M1 wires:
The bar under the picture is 20 microns long. Cells faint in the background.
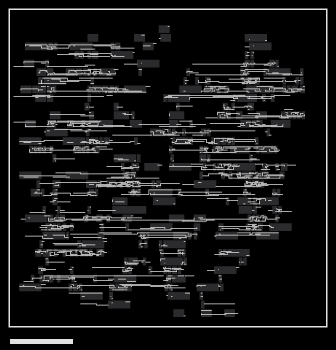
M2 wires:
Cells faint in the background.
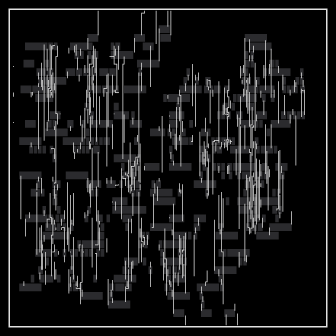
The metal 3 layer:
The bar under the picture is 20 microns long. Cells faint in the background.
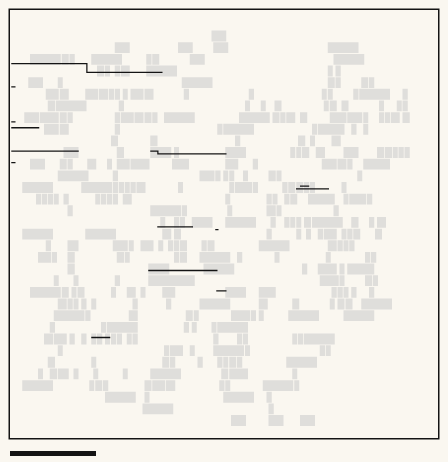
### src/rtl/pll_supervisor.sv
// PLL bring-up supervisor: pulses the PLL reset, waits for lock, then keeps
// checking the slow PLL output by counting its edges over fixed refclk windows.
module pll_supervisor #(
  parameter int RST_HOLD  = 64,
  parameter int LOCK_WAIT = 5000,
  parameter int WIN       = 1024,
  parameter int EDGE_MIN  = 120,
  parameter int EDGE_MAX  = 142
) (
  input  logic       refclk,
  input  logic       reset_n,
  input  logic       mon_clk,
  output logic       pll_reset,
  output logic       sys_rst_n,
  output logic       pll_ok,
  output logic [7:0] fault_count
);

  localparam int PHASE_MAX = (RST_HOLD > LOCK_WAIT) ?
                             ((RST_HOLD > WIN) ? RST_HOLD : WIN) :
                             ((LOCK_WAIT > WIN) ? LOCK_WAIT : WIN);
  localparam int PW = (PHASE_MAX > 1) ? $clog2(PHASE_MAX) : 1;
  localparam int CW = 11;

  localparam logic [PW-1:0] RST_LAST  = PW'(RST_HOLD - 1);
  localparam logic [PW-1:0] WAIT_LAST = PW'(LOCK_WAIT - 1);
  localparam logic [PW-1:0] WIN_LAST  = PW'(WIN - 1);
  localparam logic [CW-1:0] CNT_MAX   = '1;
  localparam logic [CW-1:0] CNT_MIN_OK = CW'(EDGE_MIN);
  localparam logic [CW-1:0] CNT_MAX_OK = CW'(EDGE_MAX);

  typedef enum logic [1:0] {
    RST_PLL,
    WAIT_LOCK,
    MEASURE,
    RUN
  } state_t;

  state_t        state, next_state;
  logic [PW-1:0] phase, next_phase;
  logic [CW-1:0] edge_count, edge_base, edge_total, edge_next;
  logic          window_fail;

  logic mon_s1, mon_s2, mon_d;
  logic edge_pulse;

  // mon_clk is asynchronous: two flops for metastability, a third to find the rise.
  always_ff @(posedge refclk) begin
    if (!reset_n) begin
      mon_s1 <= 1'b0;
      mon_s2 <= 1'b0;
      mon_d  <= 1'b0;
    end else begin
      mon_s1 <= mon_clk;
      mon_s2 <= mon_s1;
      mon_d  <= mon_s2;
    end
  end

  assign edge_pulse = mon_s2 & ~mon_d;

  // NOTE: reset is sampled on the clock edge; nothing here is reset asynchronously.
  always_ff @(posedge refclk) begin
    if (!reset_n) begin
      state <= RST_PLL;
      phase <= '0;
    end else begin
      state <= next_state;
      phase <= next_phase;
    end
  end

  // NOTE: every signal driven here gets a default first so no latch is inferred.
  always_comb begin
    next_state  = state;
    next_phase  = phase + PW'(1);
    edge_next   = '0;
    window_fail = 1'b0;
    edge_base   = (phase == '0) ? '0 : edge_count;
    edge_total  = (edge_base == CNT_MAX) ? CNT_MAX : edge_base + CW'(edge_pulse);

    case (state)
      RST_PLL: begin
        if (phase == RST_LAST) begin
          next_state = WAIT_LOCK;
          next_phase = '0;
        end
      end
      WAIT_LOCK: begin
        if (phase == WAIT_LAST) begin
          next_state = MEASURE;
          next_phase = '0;
        end
      end
      MEASURE, RUN: begin
        edge_next = edge_total;
        if (phase == WIN_LAST) begin
          next_phase = '0;
          if (edge_total >= CNT_MIN_OK && edge_total <= CNT_MAX_OK) begin
            next_state = RUN;
          end else begin
            next_state  = RST_PLL;
            window_fail = 1'b1;
          end
        end
      end
      default: begin
        next_state = RST_PLL;
        next_phase = '0;
      end
    endcase
  end

  // Outputs are registered from next_state so they change on the same edge as the state.
  always_ff @(posedge refclk) begin
    if (!reset_n) begin
      edge_count  <= '0;
      fault_count <= '0;
      pll_reset   <= 1'b1;
      sys_rst_n   <= 1'b0;
      pll_ok      <= 1'b0;
    end else begin
      edge_count <= edge_next;
      if (window_fail && fault_count != 8'hFF) begin
        fault_count <= fault_count + 8'd1;
      end
      pll_reset <= (next_state == RST_PLL);
      sys_rst_n <= (next_state == RUN);
      pll_ok    <= (next_state == RUN);
    end
  end

endmodule

### config.mk
export PLATFORM = sky130hd
export DESIGN_NAME = pll_supervisor
export DESIGN_NICKNAME = d
export VERILOG_FILES = /design/src/rtl/pll_supervisor.sv
export SDC_FILE = /design/constraint.sdc
export NUM_CORES = 1
export LEC_CHECK = 0
export ABC_AREA = 1
export CELL_PAD_IN_SITES_DETAIL_PLACEMENT = 0
export CELL_PAD_IN_SITES_GLOBAL_PLACEMENT = 1
export CORE_MARGIN = 2
export CORE_UTILIZATION = 25
export CTS_CLUSTER_DIAMETER = 80
export DETAILED_ROUTE_END_ITERATION = 8
export PLACE_DENSITY_LB_ADDON = 0.1
export SETUP_SLACK_MARGIN = 0.2
export SYNTH_ARGS = -nofsm -noshare
export SYNTH_HDL_FRONTEND = slang
export SYNTH_SLANG_ARGS = --single-unit
### constraint.sdc
create_clock -name refclk -period 4.4 [get_ports refclk]
set_clock_uncertainty 0.2 [all_clocks]
set_input_delay 0.44 -clock refclk [delete_from_list [all_inputs] [get_ports refclk]]
set_output_delay 0.44 -clock refclk [all_outputs]
set_load 0.02 [all_outputs]
==> results.txt <==
run metrics: outcome finished, final reports clean, H-tree levels 2, Adder Area Share under 10%, Hold Crit Start mon_s1, CP arrival 3110 ps, Flop pwr share 51.3%, Cells after DPL ~460, Max Buffers Root-to-Sink 2, TritonRoute pass-1 iters 4, GRT busiest layer met2, Top Family by Delay on Critical Path simple AND/OR/NAND/NOR gates, slowest CP cell dfxtp_1, Top Layer Used met4, period utilisation layout between 70% and 80%, die area about 10000 sq um, core area slightly below 9000 sq um, vias in the first global route a little under 2,000, Sw Share a little under a quarter, post-DR vias/cell 4.35, fin worst setup slack 1270 ps, worst setup path startpoint phase[0], flops & latches, synth 39, Yosys warning total 0, initial antenna violation count 0, fillers approximately 980, Area Growth Syn to Fin 14.6%, most instantiated logic cells after routing 78 x nand2_1, 61 x inv_1, 43 x nor2_1, 39 x dfxtp_1, 26 x nand3_1, Die Y about 100 microns, Comb group about 32 uW, Max Fclk ~320 MHz, clock sink count 39, Least-Margin Pin Slew 501 ps, ant diodes 0, Simple-Gate Area Share between 40% and 50%, Multiplexer share 0%, wire per inst between 10 and 15 microns, CP bufs+invs 3, XOR Share, Synth under 10%, Hold/Removal Path Class reg2reg
## Picture notes: 'M1 wires'
main direction: horizontal
nets with wire on the layer: 345
longest straight run: 37.7 microns
share of all routed wire: 51%
wire length on this layer: 2,740 microns
met1 usage: 16.4%
DR vias: 2,020
DRT Wirelength: 5.33 mm

## Picture notes: 'M2 wires'
wire length on this layer: 2,420 microns
longest straight run: 35.0 microns
nets with wire on the layer: 268
main direction: vertical
share of all routed wire: 45%
met2 GRT Util: 18.6%

## Picture notes: 'the metal 3 layer'
nets with wire on the layer: 10
longest straight run: 17.5 microns
share of all routed wire: 2.2%
main direction: horizontal
met3 Use GR: 2.65%

-- area by class of cell --
type	count	area, sq um	area share [%]
Clock buffer	5	68.8	2.61
Inverter	67	251	9.54
Sequential cell	39	781	29.6
Clock inverter	3	43.8	1.66
Multi-Input combinational cell	229	1230	46.5
Timing Repair Buffer	13	130	4.94
Tap cell	108	135	5.13
-- path summary, 6_finish.rpt --
kind | slack (ps) | cells after the start | endpoint
max reg2reg | 1270 | 21 | pll_reset
max | 1270 | 21 | pll_reset
min | 220 | 2 | mon_s2
min reg2reg | 220 | 2 | mon_s2
-- sequential cells by signal, indices dropped and copies added (netlist names) --
register and count:
edge_count 11, fault_count 8, mon_d 1, mon_s1 1, mon_s2 1, phase 13, pll_ok 1, pll_reset 1
state 2
-- synth_stat cells --
library cell	number	area [sq um]
nand2_1	78	293
inv_1	61	229
nor2_1	43	161
dfxtp_1	39	781
nand3_1	26	130
nand4_1	15	93.8
a21oi_1	13	65.1
nor2_2	6	37.5
xor2_1	6	52.6
ha_1	5	62.6
inv_2	5	18.8
nor3_1	5	25.0
o21ai_0	5	25.0
nand3_2	4	40.0
nand3_4	4	70.1
nor2_4	3	33.8
buf_4	2	15.0
clkbuf_1	2	7.51
nor4_1	2	12.5
xnor2_1	2	17.5
a211o_1	1	8.76
a31o_2	1	8.76
a31oi_1	1	6.26
a41oi_1	1	8.76
buf_1	1	3.75
buf_8	1	15.0
clkinv_1	1	3.75
nand2_4	1	11.3
nand4_2	1	12.5
nor3_2	1	10.0
nor3b_1	1	7.51
o21ai_1	1	5.00
o21bai_1	1	7.51
o21bai_2	1	11.3
o221ai_1	1	8.76
No activity file was given, so power comes from the tool's default toggle rates.
